$ cat src/rtl/pwm_pkg.sv
// Shared types and helpers for the PWM duty-cycle path.
package pwm_pkg;

   localparam int DC_W_DEF = 16;

   typedef enum logic {
      IDLE = 1'b0,
      RAMP = 1'b1
   } ramp_state_e;

   // Width-agnostic |a-b|; callers zero-extend and cast the result to DC_W+1 bits.
   function automatic logic [31:0] abs_diff(input logic [31:0] a, input logic [31:0] b);
      return (a > b) ? (a - b) : (b - a);
   endfunction

endpackage

$ cat src/rtl/pwm_tick_prescaler.sv
// Tick prescaler: qual_o marks every (div_i+1)-th tick_i, combinational from tick_i.
// Count held while tick_i is gated off; clr_i wins over counting and restarts the count.
module pwm_tick_prescaler #(
   parameter int DIV_W = 8
) (
   input  logic             clk,
   input  logic             rst,
   input  logic             clr_i,
   input  logic             tick_i,
   input  logic [DIV_W-1:0] div_i,
   output logic             qual_o
);

   logic [DIV_W-1:0] cnt_q;
   logic [DIV_W-1:0] cnt_d;

   // >= rather than == so a divider lowered mid-count does not wait for a full wrap.
   assign qual_o = tick_i && (cnt_q >= div_i);

   always_comb begin
      cnt_d = cnt_q;
      if (clr_i) begin
         cnt_d = '0;
      end else if (qual_o) begin
         cnt_d = '0;
      end else if (tick_i) begin
         cnt_d = cnt_q + DIV_W'(1);
      end
   end

   always_ff @(posedge clk or posedge rst) begin
      if (rst) begin
         cnt_q <= '0;
      end else begin
         cnt_q <= cnt_d;
      end
   end

endmodule

$ cat src/rtl/pwm_dc_ramp.sv
// Duty-cycle slew generator: steps o_dc toward an accepted target once per qualified tick.
// Outputs registered (1 cycle after the qualifying tick); o_tgt_ready = i_en, nothing else stalls.
module pwm_dc_ramp
   import pwm_pkg::*;
#(
   parameter int DC_W  = DC_W_DEF,
   parameter int DIV_W = 8
) (
   input  logic             clk,
   input  logic             rst,
   input  logic             i_en,
   input  logic [DC_W-1:0]  i_tgt,
   input  logic             i_tgt_valid,
   output logic             o_tgt_ready,
   input  logic [DC_W-1:0]  i_step,
   input  logic             i_tick,
   input  logic [DIV_W-1:0] i_tick_div,
   output logic [DC_W-1:0]  o_dc,
   output logic             o_dc_valid,
   output logic             o_busy,
   output logic             o_done
);

   ramp_state_e     state_q;
   logic [DC_W-1:0] dc_q;
   logic [DC_W-1:0] dc_d;
   logic [DC_W-1:0] tgt_q;
   logic            dc_vld_q;
   logic            done_q;
   logic            accept;
   logic            tick_en;
   logic            qual;
   logic            finish;
   logic [DC_W:0]   diff;

   assign o_tgt_ready = i_en;
   assign accept      = i_tgt_valid && i_en;
   assign tick_en     = i_tick && i_en && (state_q == RAMP);

   pwm_tick_prescaler #(
      .DIV_W (DIV_W)
   ) u_prescaler (
      .clk    (clk),
      .rst    (rst),
      .clr_i  (accept),
      .tick_i (tick_en),
      .div_i  (i_tick_div),
      .qual_o (qual)
   );

   always_comb begin
      diff   = (DC_W+1)'(abs_diff(32'(tgt_q), 32'(dc_q)));
      finish = (i_step == '0) || (diff <= {1'b0, i_step});
      dc_d   = dc_q;
      if (finish) begin
         dc_d = tgt_q;
      end else if (tgt_q > dc_q) begin
         dc_d = dc_q + i_step;
      end else begin
         dc_d = dc_q - i_step;
      end
   end

   always_ff @(posedge clk or posedge rst) begin
      if (rst) begin
         state_q  <= IDLE;
         dc_q     <= '0;
         tgt_q    <= '0;
         dc_vld_q <= 1'b0;
         done_q   <= 1'b0;
      end else begin
         dc_vld_q <= 1'b0;
         done_q   <= 1'b0;
         if (accept) begin
            tgt_q <= i_tgt;
         end
         case (state_q)
            IDLE: begin
               if (accept) begin
                  if (i_tgt != dc_q) begin
                     state_q <= RAMP;
                  end else begin
                     done_q <= 1'b1;
                  end
               end
            end
            RAMP: begin
               if (qual) begin
                  dc_q     <= dc_d;
                  dc_vld_q <= (dc_d != dc_q);
                  if (finish) begin
                     done_q <= 1'b1;
                     // A different target accepted on the finishing tick keeps the ramp going.
                     if (!(accept && (i_tgt != tgt_q))) begin
                        state_q <= IDLE;
                     end
                  end
               end
            end
            default: state_q <= IDLE;
         endcase
      end
   end

   assign o_dc       = dc_q;
   assign o_dc_valid = dc_vld_q;
   assign o_done     = done_q;
   assign o_busy     = (state_q == RAMP);

endmodule

$ cat config.mk
export PLATFORM = sky130hd
export DESIGN_NAME = pwm_dc_ramp
export DESIGN_NICKNAME = d
export VERILOG_FILES = /design/src/rtl/pwm_pkg.sv /design/src/rtl/pwm_tick_prescaler.sv /design/src/rtl/pwm_dc_ramp.sv
export SDC_FILE = /design/constraint.sdc
export NUM_CORES = 1
export LEC_CHECK = 0
export ABC_CLOCK_PERIOD_IN_PS = 6400
export CAP_MARGIN = 20
export CORE_MARGIN = 1.5
export CORE_UTILIZATION = 35
export CTS_CLUSTER_SIZE = 10
export DETAILED_ROUTE_END_ITERATION = 7
export SLEW_MARGIN = 20
export SYNTH_ARGS = -nofsm -noshare
export SYNTH_HDL_FRONTEND = slang
export SYNTH_SLANG_ARGS = --single-unit
export TNS_END_PERCENT = 50
$ cat constraint.sdc
create_clock -name clk -period 6.4 [get_ports clk]
set_input_delay 1.6 -clock clk [delete_from_list [all_inputs] [get_ports clk]]
set_output_delay 1.6 -clock clk [all_outputs]
set_load 0.1 [all_outputs]
run_1/detail.png
The bar under the picture is 10 um long. Window x 21 to 46, y 21 to 46 um. Cells in grey, sequential cells in the stronger grey; small squares are vias.
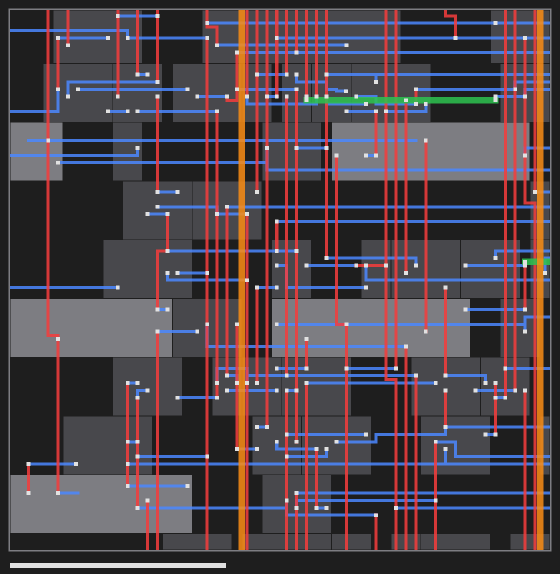
| layer | colour |
|---|---|
| metal 2 | red |
| metal 1 | blue |
| metal 3 | green |
| metal 4 | orange |
most frequent: xnor2_1 (7), xor2_1 (6), dfrtp_1 (4)
sequential cells in the window: 4
cells with their middle in the window: 36
netlist names of flops here include: o_dc (2), tgt_q (2)

run_1/congestion.png
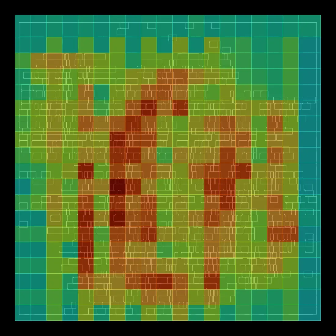
wire length per cell: 17.4 um
total global-route track usage: 20.7%
Most Used Layer, Global Route: met2

run_1/logic_types.png
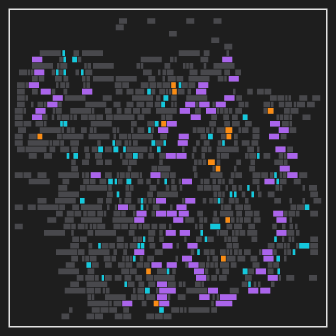
| family | colour | cells |
|---|---|---|
| nor cells | cyan | 66 |
| fa/ha/maj cells | purple | 76 |
| and/or cells | orange | 13 |
combinational share of cell area: 62.4%
Top cell excl fill/tap: ha_1
final std cells w/o fill: 1047

-- run 1: registers in the layout, indices dropped and copies added, names as in the netlist --
signal,cells
o_busy,1
o_dc_valid,1
o_done,1
o_dc,16
tgt_q,16
u_prescaler.cnt_q,8
-- run 1: worst max path at each step --
| stage | startpoint | end | slack [ns] | depth (start not counted) |
|---|---|---|---|---|
| global route | tgt_q[2] | o_dc_valid | 0.06 | 23 |
| floorplan | o_dc[14] | o_dc_valid | 0.27 | 24 |
| detailed placement | tgt_q[2] | o_dc_valid | 0.28 | 22 |
| CTS | tgt_q[2] | o_dc_valid | 0.24 | 22 |
| finish | tgt_q[2] | o_dc_valid | 0.45 | 23 |
| global placement | tgt_q[2] | o_dc_valid | 0.40 | 22 |
-- run 1: routing by layer --
metal / up-vias / share of wire, % / routed length [um]
met2: 193 / 42 / 7730
met5: - / 0 / 0
met3: 24 / 5.9 / 1070
met4: 0 / 2.4 / 444
met1: 2581 / 49 / 9000
li1: 2808 / - / -
-- run 1: report_power, final --
group	leakage [nW]	internal [mW]	switching, mW	total, mW
combinational	2.62	0.593	0.834	1.43
sequential	0.542	0.299	0.0298	0.328
clock	0.0679	0.145	0.113	0.258
total	3.23	1.04	0.978	2.01
-- run 1: final cells by class --
class	count	area [um^2]	area share [%]
repair buffers	105	948	13.2
well taps	220	275	3.82
flip-flops and latches	43	1080	14.9
multi-input cells	599	4500	62.4
inverters	72	272	3.77
clock inverters	1	5.00	0.0694
clock buffers	7	133	1.84
-- run 1: stage by stage --
stage	setup WS [ns]	hold slack [ns]	power, mW
3_5_place_dp	0.275	0.492	1.73
6_report	0.449	0.500	2.01
4_1_cts	0.244	0.501	2.00
5_1_grt	0.0641	0.534	2.17
3_3_place_gp	0.396	0.487	1.73
2_1_floorplan	0.275	0.455	1.36
==> impl_metrics.json, run 1 <==
{
  "numClockSinks": 43,
  "fp_nets": 868,
  "slew_headroom_pct": 33.3,
  "place_congestion": 0.948,
  "skew_ns": 0.00689,
  "die-height_um": 134,
  "avgViaCountPerCell": 5.35,
  "mux_area_share_pct": 7.75,
  "hold_path.class": "flip-flop to flip-flop",
  "synth_area_leader_cell": "dfrtp_1",
  "syn2layout_area_growth_pct": 20.3,
  "finalWirelength_mm": 18.2,
  "aoi_share_pct": 22.7,
  "globalRouteMet2Util_pct": 31.4,
  "dpl.hpwl_mm": 14.9,
  "syn_area_um2": 5990,
  "die-area_um2": 17900,
  "dp_cells": 1036,
  "io_pins": 65,
  "fp_util_pct": 36.0,
  "cts_hold_buf": 0,
  "max_stage_delay_ns": 0.47,
  "placed_cell_area_um2": 7040,
  "grt_max_degree": 44,
  "post_cts_resized": 0,
  "warnings": 42,
  "synth_cell_type_count": 65,
  "async_flop_share_pct": 100,
  "start_kind": "flip-flop",
  "clockRootBuffer": "clkbuf_16",
  "grt_setup_unrepaired": "false",
  "top_cells_by_count": "ha_1 (73), inv_1 (72), xnor2_1 (69)",
  "n_antenna_cell": 0,
  "fp.dieW_um": 134,
  "fin_crit_sh_pct": 93.0,
  "dr.pass1.iters": 5,
  "clock.fmax_mhz": 168,
  "timing.rr.end": "o_dc_valid",
  "tns_ns": 0,
  "yosys_cells": 747,
  "edf_count": 0,
  "synthSimpleGateAreaFrac_pct": 14.0,
  "synthTopLogicFamily": "AND-OR/OR-AND gates",
  "antenna_found_initial": 0,
  "synth_chip_area_um2": 5990,
  "ir_drop_uv": 138,
  "outcome": "finished clean",
  "finish.utilization_pct": 43.3,
  "crit_path_end_kind": "flip-flop",
  "slowest_stage": "ha_1",
  "synth_top_area_share_pct": 18.0,
  "drtAntennaViolNets": 0,
  "cts_tree": "built",
  "numPortBuffers": 64,
  "grt_use_met1_pct": 30.4,
  "max_cap_violations": 0,
  "hp-start": "u_prescaler.cnt_q[7]",
  "r2r_start": "tgt_q[2]",
  "cp_max_fo": 24,
  "met3_usage_pct": 2.99,
  "crit_family": "AND-OR/OR-AND gates",
  "grt_pass1_vias": 5420,
  "num_rows": 47,
  "hold-path-cell-count": 1,
  "r2r.worst_path.cells": 23,
  "grt_pass1_wl_mm": 29.3,
  "path_class": "flip-flop to flip-flop",
  "crit_path_cell_trace": "ha_1 > a21oi_1 > a211oi_1 > o2111ai_1 > a21oi_4 > buf_4 > mux2_2 > o21ai_0 > a21boi_1 > o221ai_1 > a21oi_1 > xnor2_1 > ha_1 > a211oi_1 > o21ai_0 > a2111o_1 > o21ai_1 > a21bo_1 > buf_4 > mux2i_1 > a211o_1 > nor4_1 > a31oi_1",
  "topCellsByArea": "dfrtp_1 (18%), ha_1 (15%), xnor2_1 (10%)",
  "htree_levels": 2,
  "fillerInstances": 1702,
  "cts_inserted_buffers": 5,
  "num_vias": 5606,
  "report.final.slew_viol_count": 0,
  "layout-drive-gt1-share_pct": 9.67,
  "lay_top_cells": "ha_1 (73), inv_1 (71), xnor2_1 (69)",
  "power.density_nw_per_um2": 279,
  "ys.flop_type": "dfrtp_1",
  "hold_violations": 0,
  "cp_data_required_time_ns": 6.56,
  "yosys.area_share.adder_pct": 16.2,
  "cts_setup_buffers": 0,
  "drc": 0,
  "clkTransAtPathRegs_ns": 0.07,
  "path_buffers": 2,
  "cp_data_arrival_time_ns": 6.12,
  "core_um2": 16600,
  "yosysMostFrequentCell": "ha_1",
  "clockBufferDepth": 2,
  "regToRegSetupSlack_ns": 0.45,
  "ys_sh_xor_pct": 14.3,
  "overflow": 0,
  "ys_ff": 43,
  "leakage_nw": 3.23,
  "yosysWarningCount": 0,
  "fin_crit_ns": 5.95,
  "insertion_delay_ns": 0.29,
  "final_area_um2": 7210,
  "worst_pin_slew_ns": 0.997,
  "first_iter_violations": 484,
  "syn_inst": 747,
  "postSynthSeqShare_pct": 18.0,
  "hold_path_end": "u_prescaler.cnt_q[7]",
  "nets": 947,
  "avgSynthCellArea_um2": 8.02,
  "setup_viol": 0
}
run_1/io_fan.png
The bar under the picture is 50 um long.
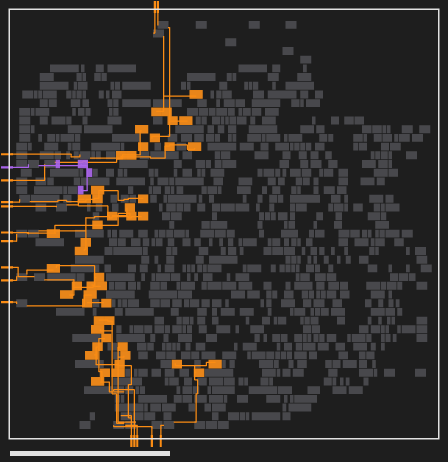

==> inputs of run 2 (changes only) <==
Settings changed: CTS_BUF_LIST set to sky130_fd_sc_hd__clkbuf_4 sky130_fd_sc_hd__clkbuf_8 sky130_fd_sc_hd__clkbuf_16.
run_2/io_fan.png
The bar under the picture is 50 um long.
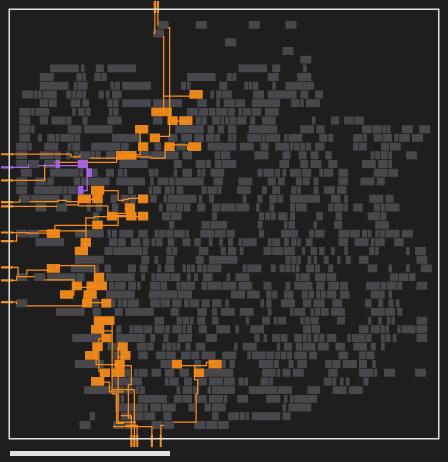
| port | colour | direction | edge | end cells | buffers | wire |
|---|---|---|---|---|---|---|
| i_tgt_valid | purple | input | left | 5 | 1 | 32.0 um |
| i_tgt | orange | input | 9 left, 5 bottom, 2 top | 48 | 16 | 726 um |
IO Pins: 65
# port buffers: 64

run_2/logic_types.png
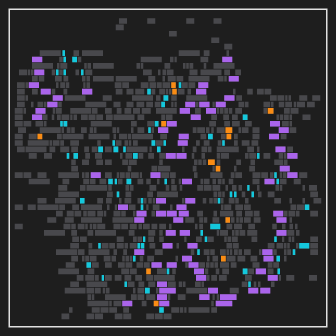
| family | colour | cells |
|---|---|---|
| nor cells | cyan | 66 |
| and/or cells | orange | 13 |
| fa/ha/maj cells | purple | 76 |
combinational share of cell area: 62.3%

==> run 2 against run 1 <==
  * Sequential power hardly changed
  * Total power grew 0.39%
  * Die size stayed put
  * Via count increased by 0.23%
  * Fmax is essentially flat
  * Critical path depth did not move
  * Sequential share of layout area about the same
  * Flip-flop count unchanged
  * Cell area up 0.10%
  * Non-clock buffer count unchanged
==> impl_metrics.json, run 2 <==
{
  "place_congestion": 0.948,
  "max_stage_delay_ns": 0.47,
  "report.final.slew_viol_count": 0,
  "grt_setup_unrepaired": "false",
  "clkTransAtPathRegs_ns": 0.07,
  "synth_area_leader_cell": "dfrtp_1",
  "regToRegSetupSlack_ns": 0.45,
  "dpl.hpwl_mm": 14.9,
  "skew_ns": 0.00678,
  "finish.utilization_pct": 43.4,
  "edf_count": 0,
  "pg_seq_mw": 0.328,
  "hold_path.class": "flip-flop to flip-flop",
  "pwr-share-seq_pct": 16.2,
  "timing.rr.end": "o_dc_valid",
  "die-area_um2": 17900,
  "top_usage_layer": "met2",
  "path_class": "flip-flop to flip-flop",
  "grt_pass1_wl_mm": 29.3,
  "crit_path_end_kind": "flip-flop",
  "endpoint": "o_dc_valid",
  "final_area_um2": 7210,
  "fp_nets": 868,
  "stdcell_count": 1047,
  "detail_route.wl_per_cell_um": 17.4,
  "hp-start": "u_prescaler.cnt_q[7]",
  "cp_data_arrival_time_ns": 6.11,
  "finalWorstSetupSlack_ns": 0.451,
  "synth_cell_type_count": 65,
  "avgSynthCellArea_um2": 8.02,
  "overflow": 0,
  "finalWirelength_mm": 18.2,
  "worst_pin_slew_ns": 0.997,
  "power_leader": "combinational logic",
  "ys.flop_type": "dfrtp_1",
  "cp_data_required_time_ns": 6.56,
  "fp.dieW_um": 134,
  "yosys_cells": 747,
  "p_sw_share_pct": 48.3,
  "grt_pass1_vias": 5420,
  "async_flop_share_pct": 100,
  "p_comb_share_pct": 70.6,
  "htree_levels": 2,
  "hold_slack_ns": 0.500,
  "lay_top_cells": "ha_1 (73), inv_1 (71), xnor2_1 (69)",
  "antenna_found_initial": 0,
  "slew_headroom_pct": 33.3,
  "synth_top_area_share_pct": 18.0,
  "r2r_start": "tgt_q[2]",
  "slowest_stage": "ha_1",
  "synth_chip_area_um2": 5990,
  "clk-power_mw": 0.267,
  "syn_inst": 747,
  "fp_util_pct": 36.0,
  "drc": 0,
  "num_vias": 5619,
  "path_buffers": 2,
  "clockRootBuffer": "clkbuf_16",
  "cp-startpoint": "tgt_q[2]",
  "clock.fmax_mhz": 168,
  "cts_tree": "built",
  "start_kind": "flip-flop",
  "first_iter_violations": 484,
  "crit_path_cell_trace": "ha_1 > a21oi_1 > a211oi_1 > o2111ai_1 > a21oi_4 > buf_4 > mux2_2 > o21ai_0 > a21boi_1 > o221ai_1 > a21oi_1 > xnor2_1 > ha_1 > a211oi_1 > o21ai_0 > a2111o_1 > o21ai_1 > a21bo_1 > buf_4 > mux2i_1 > a211o_1 > nor4_1 > a31oi_1",
  "syn2layout_area_growth_pct": 20.4,
  "layout_top_cell": "ha_1",
  "syn_area_um2": 5990,
  "power.density_nw_per_um2": 280,
  "cp_max_fo": 24,
  "die-height_um": 134,
  "dr.pass1.iters": 6,
  "num_rows": 47,
  "core_um2": 16600,
  "avgViaCountPerCell": 5.37,
  "yosysMostFrequentCell": "ha_1",
  "tns_ns": 0,
  "cts_inserted_buffers": 5,
  "p_int_mw": 1.04,
  "postSynthSeqShare_pct": 18.0,
  "placed_cell_area_um2": 7040,
  "insertion_delay_ns": 0.29,
  "dp_cells": 1036,
  "hold_violations": 0,
  "topCellsByArea": "dfrtp_1 (18%), ha_1 (15%), xnor2_1 (10%)",
  "r2r.worst_path.cells": 23,
  "ys_ff": 43,
  "grt_usage_pct": 20.7,
  "p_total_mw": 2.02,
  "ir_drop_uv": 138,
  "pre_cts_ws_ns": 0.275,
  "globalRouteMet2Util_pct": 31.4,
  "grt_max_degree": 44,
  "top_cells_by_count": "ha_1 (73), inv_1 (72), xnor2_1 (69)",
  "warnings": 42,
  "clockBufferDepth": 2,
  "setup_viol": 0,
  "fin_crit_sh_pct": 93.0,
  "clkPwrFrac_pct": 13.2,
  "leakage_nw": 3.24,
  "grt_use_met1_pct": 30.4,
  "max_cap_violations": 0,
  "path_depth": 23,
  "p_comb_mw": 1.43,
  "fin_crit_ns": 5.95,
  "n_antenna_cell": 0,
  "numClockSinks": 43,
  "crit_family": "AND-OR/OR-AND gates",
  "drtAntennaViolNets": 0,
  "layout-drive-gt1-share_pct": 9.92,
  "nets": 947,
  "outcome": "finished clean",
  "met3_usage_pct": 2.99,
  "yosysWarningCount": 0,
  "p_switching_mw": 0.977
}
==> run 2: cell counts after synthesis <==
No cell type changed its count.
==> run 2: per-layer routing <==
metal | wire (um) | share of wire (%) | vias to the layer above
li1 | - | - | 2808
met3 | 1130 | 6.2 | 24
met5 | 0 | 0 | -
met1 | 8960 | 49 | 2582
met2 | 7710 | 42 | 205
met4 | 444 | 2.4 | 0
==> run 2: what timing repair did <==
item,CTS,global route
gates resized,0,2
setup buffers,0,3
hold buffers,0,0
setup endpoints to repair,0,1
==> run 2: worst min-delay path by stage <==
| stage | end | slack (ns) | depth (start not counted) |
|---|---|---|---|
| 2_1_floorplan | u_prescaler.cnt_q[7] | 0.45 | 1 |
| 3_3_place_gp | u_prescaler.cnt_q[7] | 0.49 | 1 |
| 3_5_place_dp | u_prescaler.cnt_q[7] | 0.49 | 1 |
| 4_1_cts | u_prescaler.cnt_q[7] | 0.50 | 1 |
| 5_1_grt | o_done | 0.53 | 1 |
| 6_report | u_prescaler.cnt_q[7] | 0.50 | 1 |
==> run 2: worst register-to-register path: cells and delay by family (launching register included) <==
family | cells | cell delay, ns
compound gates | 15 | 3.37
fa+ha+maj | 2 | 0.65
buf+inv | 2 | 0.52
flops | 1 | 0.46
mux | 2 | 0.47
xor+xnor | 1 | 0.15
simple gates | 1 | 0.18
==> run 2: cell families after synthesis <==
logic type	after synthesis	synth area share [%]
flip-flops	43	18.0
AND/OR/NAND/NOR	174	14.0
buffers and inverters	105	7.08
adder cells (fa/ha/maj)	76	16.2
XOR/XNOR	98	14.3
AND-OR/OR-AND	208	22.7
multiplexers	43	7.75
==> run 2: final cells by class <==
class	count	area, um^2
clock buffers	7	140
clock inverters	1	5.00
fillers	1701	9430
inverters	72	272
multi-input cells	599	4500
flip-flops and latches	43	1080
well taps	220	275
repair buffers	105	948
==> inputs of run 3 (changes only) <==
Settings changed: CTS_CLUSTER_DIAMETER set to 30, SKIP_CTS_REPAIR_TIMING set to 1.
run_3/flops_by_reg.png
The bar under the picture is 50 um long.
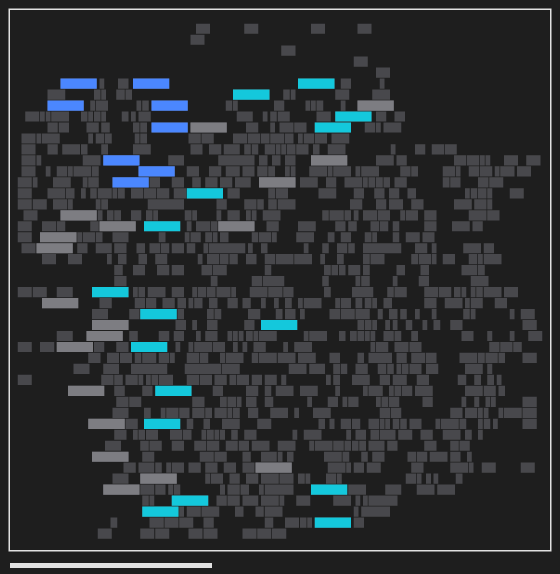
| name in the netlist | colour | placed flops |
|---|---|---|
| u_prescaler.cnt_q | blue | 8 |
| o_dc | cyan | 16 |
not coloured: 19
Seq group: 0.328 mW
post-layout util: 43.4%
flop share of the area: 14.9%

==> run 3 against run 2 <==
  * Total power unchanged
  * Clock skew did not move
  * Worst setup slack did not move
  * Area after synthesis unchanged
  * Register-to-register slack is essentially flat
  * Critical path depth stayed put
  * Highest routed layer unchanged
==> impl_metrics.json, run 3 <==
{
  "met3_length_mm": 1.13,
  "grt_setup_unrepaired": "false",
  "fin_crit_sh_pct": 93.0,
  "layout-drive-gt1-share_pct": 9.92,
  "hold_slack_ns": 0.500,
  "p_total_mw": 2.02,
  "dpl.hpwl_mm": 14.9,
  "top_usage_layer": "met2",
  "avgSynthCellArea_um2": 8.02,
  "power.density_nw_per_um2": 280,
  "clockBufferDepth": 2,
  "n_antenna_cell": 0,
  "insertion_delay_ns": 0.29,
  "cts_tree": "built",
  "top_layer_used": "met4",
  "wl_met2_mm": 7.71,
  "async_flop_share_pct": 100,
  "finalWorstSetupSlack_ns": 0.451,
  "die-area_um2": 17900,
  "grt_use_met1_pct": 30.4,
  "finalWirelength_mm": 18.2,
  "top_cells_by_count": "ha_1 (73), inv_1 (72), xnor2_1 (69)",
  "clockRootBuffer": "clkbuf_16",
  "antenna_found_initial": 0,
  "clkTransAtPathRegs_ns": 0.07,
  "crit_family": "AND-OR/OR-AND gates",
  "outcome": "finished clean",
  "p_switching_mw": 0.977,
  "crit_path_end_kind": "flip-flop",
  "pre_cts_ws_ns": 0.275,
  "p_sw_share_pct": 48.3,
  "yosys_cells": 747,
  "ys.flop_type": "dfrtp_1",
  "htree_levels": 2,
  "hold_violations": 0,
  "cp_max_fo": 24,
  "met3_usage_pct": 2.99,
  "fp.dieW_um": 134,
  "max_stage_delay_ns": 0.47,
  "postSynthSeqShare_pct": 18.0,
  "cp_data_required_time_ns": 6.56,
  "drtAntennaViolNets": 0,
  "core_um2": 16600,
  "nets": 947,
  "lay_top_cells": "ha_1 (73), inv_1 (71), xnor2_1 (69)",
  "stdcell_count": 1047,
  "numClockSinks": 43,
  "place_congestion": 0.948,
  "num_vias": 5619,
  "grt_max_degree": 44,
  "syn_area_um2": 5990,
  "pwr-share-seq_pct": 16.2,
  "clock.fmax_mhz": 168,
  "dr.pass1.iters": 6,
  "tns_ns": 0,
  "avgViaCountPerCell": 5.37,
  "grt_usage_pct": 20.7,
  "globalRouteMet2Util_pct": 31.4,
  "syn2layout_area_growth_pct": 20.4,
  "start_kind": "flip-flop",
  "leakage_nw": 3.24,
  "num_rows": 47,
  "warnings": 42,
  "overflow": 0,
  "worst_pin_slew_ns": 0.997,
  "p_comb_share_pct": 70.6,
  "fin_crit_ns": 5.95,
  "skew_ns": 0.00678,
  "yosysWarningCount": 0,
  "synth_chip_area_um2": 5990,
  "wl_met1_mm": 8.96,
  "fp_nets": 868,
  "clkPwrFrac_pct": 13.2,
  "drc": 0,
  "dp_cells": 1036,
  "ys_ff": 43,
  "setup_viol": 0,
  "detail_route.wl_per_cell_um": 17.4,
  "first_iter_violations": 484,
  "cp_data_arrival_time_ns": 6.11,
  "crit_path_cell_trace": "ha_1 > a21oi_1 > a211oi_1 > o2111ai_1 > a21oi_4 > buf_4 > mux2_2 > o21ai_0 > a21boi_1 > o221ai_1 > a21oi_1 > xnor2_1 > ha_1 > a211oi_1 > o21ai_0 > a2111o_1 > o21ai_1 > a21bo_1 > buf_4 > mux2i_1 > a211o_1 > nor4_1 > a31oi_1",
  "max_cap_violations": 0,
  "yosysMostFrequentCell": "ha_1",
  "grt_pass1_wl_mm": 29.3,
  "grt_pass1_vias": 5420,
  "slew_headroom_pct": 33.3,
  "placed_cell_area_um2": 7040,
  "layout_top_cell": "ha_1",
  "edf_count": 0,
  "synth_area_leader_cell": "dfrtp_1",
  "path_buffers": 2,
  "io_pins": 65,
  "fillerInstances": 1701,
  "syn_inst": 747,
  "hold_path.class": "flip-flop to flip-flop",
  "p_int_mw": 1.04,
  "synth_cell_type_count": 65,
  "die-height_um": 134,
  "cts_inserted_buffers": 5,
  "slowest_stage": "ha_1",
  "final_area_um2": 7210,
  "numPortBuffers": 64,
  "fp_util_pct": 36.0
}
run_3/detail.png
The bar under the picture is 10 um long. Window x 21 to 46, y 21 to 46 um. Cells in grey, sequential cells in the stronger grey; small squares are vias.
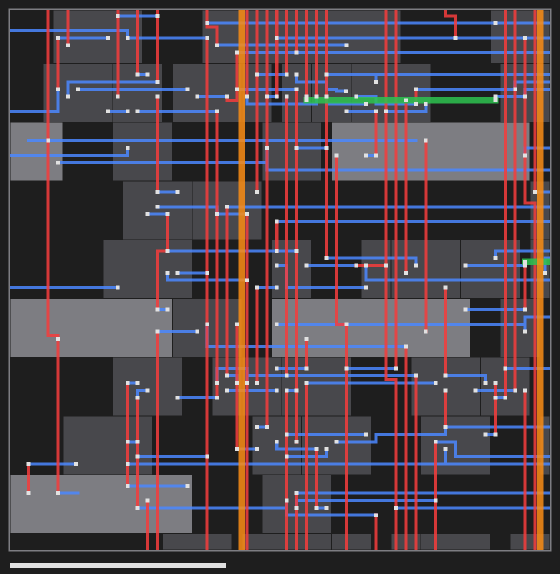
| layer | colour |
|---|---|
| metal 1 | blue |
| metal 3 | green |
| metal 2 | red |
| metal 4 | orange |
most frequent: xnor2_1 (7), xor2_1 (6), dfrtp_1 (4)
netlist names of flops here include: o_dc (2), tgt_q (2)
cells with their middle in the window: 36
sequential cells in the window: 4

-- run 3: cell counts after synthesis --
Identical to the previous run, type by type.
-- run 3: worst paths after layout --
path	from	end	slack [ns]	cells past startpoint
setup / recovery	tgt_q[2]	o_dc_valid	0.45	23
hold / removal	u_prescaler.cnt_q[7]	u_prescaler.cnt_q[7]	0.50	1
min in group asynchronous	rst	tgt_q[1]	1.76	2
hold reg to reg	u_prescaler.cnt_q[7]	u_prescaler.cnt_q[7]	0.50	1
setup reg to reg	tgt_q[2]	o_dc_valid	0.45	23
max in group asynchronous	rst	tgt_q[12]	4.14	2
-- run 3: layout make-up --
cell class | instances | area [um^2] | area share (%)
flip-flops and latches | 43 | 1080 | 14.9
inverters | 72 | 272 | 3.76
clock buffers | 7 | 140 | 1.94
multi-input cells | 599 | 4500 | 62.3
well taps | 220 | 275 | 3.82
repair buffers | 105 | 948 | 13.1
clock inverters | 1 | 5.00 | 0.0694
-- run 3: cells by family (layout without fill, tap and decap cells) --
| kind of cell | after synthesis | after routing | synth area share [%] |
|---|---|---|---|
| compound gates | 208 | 208 | 22.7 |
| xor+xnor | 98 | 98 | 14.3 |
| fa+ha+maj | 76 | 76 | 16.2 |
| buf+inv | 105 | 185 | 7.08 |
| flops | 43 | 43 | 18.0 |
| mux | 43 | 43 | 7.75 |
| simple gates | 174 | 174 | 14.0 |
-- run 3: power groups by stage --
stage	clock network, mW	registers, mW	logic [mW]
3_5_place_dp	0	0.332	1.40
3_3_place_gp	0	0.331	1.40
5_1_grt	0.283	0.332	1.57
4_1_cts	0.271	0.327	1.41
6_report	0.267	0.328	1.43
2_1_floorplan	0	0.418	0.938
Power is estimated from default activity; no workload was simulated.
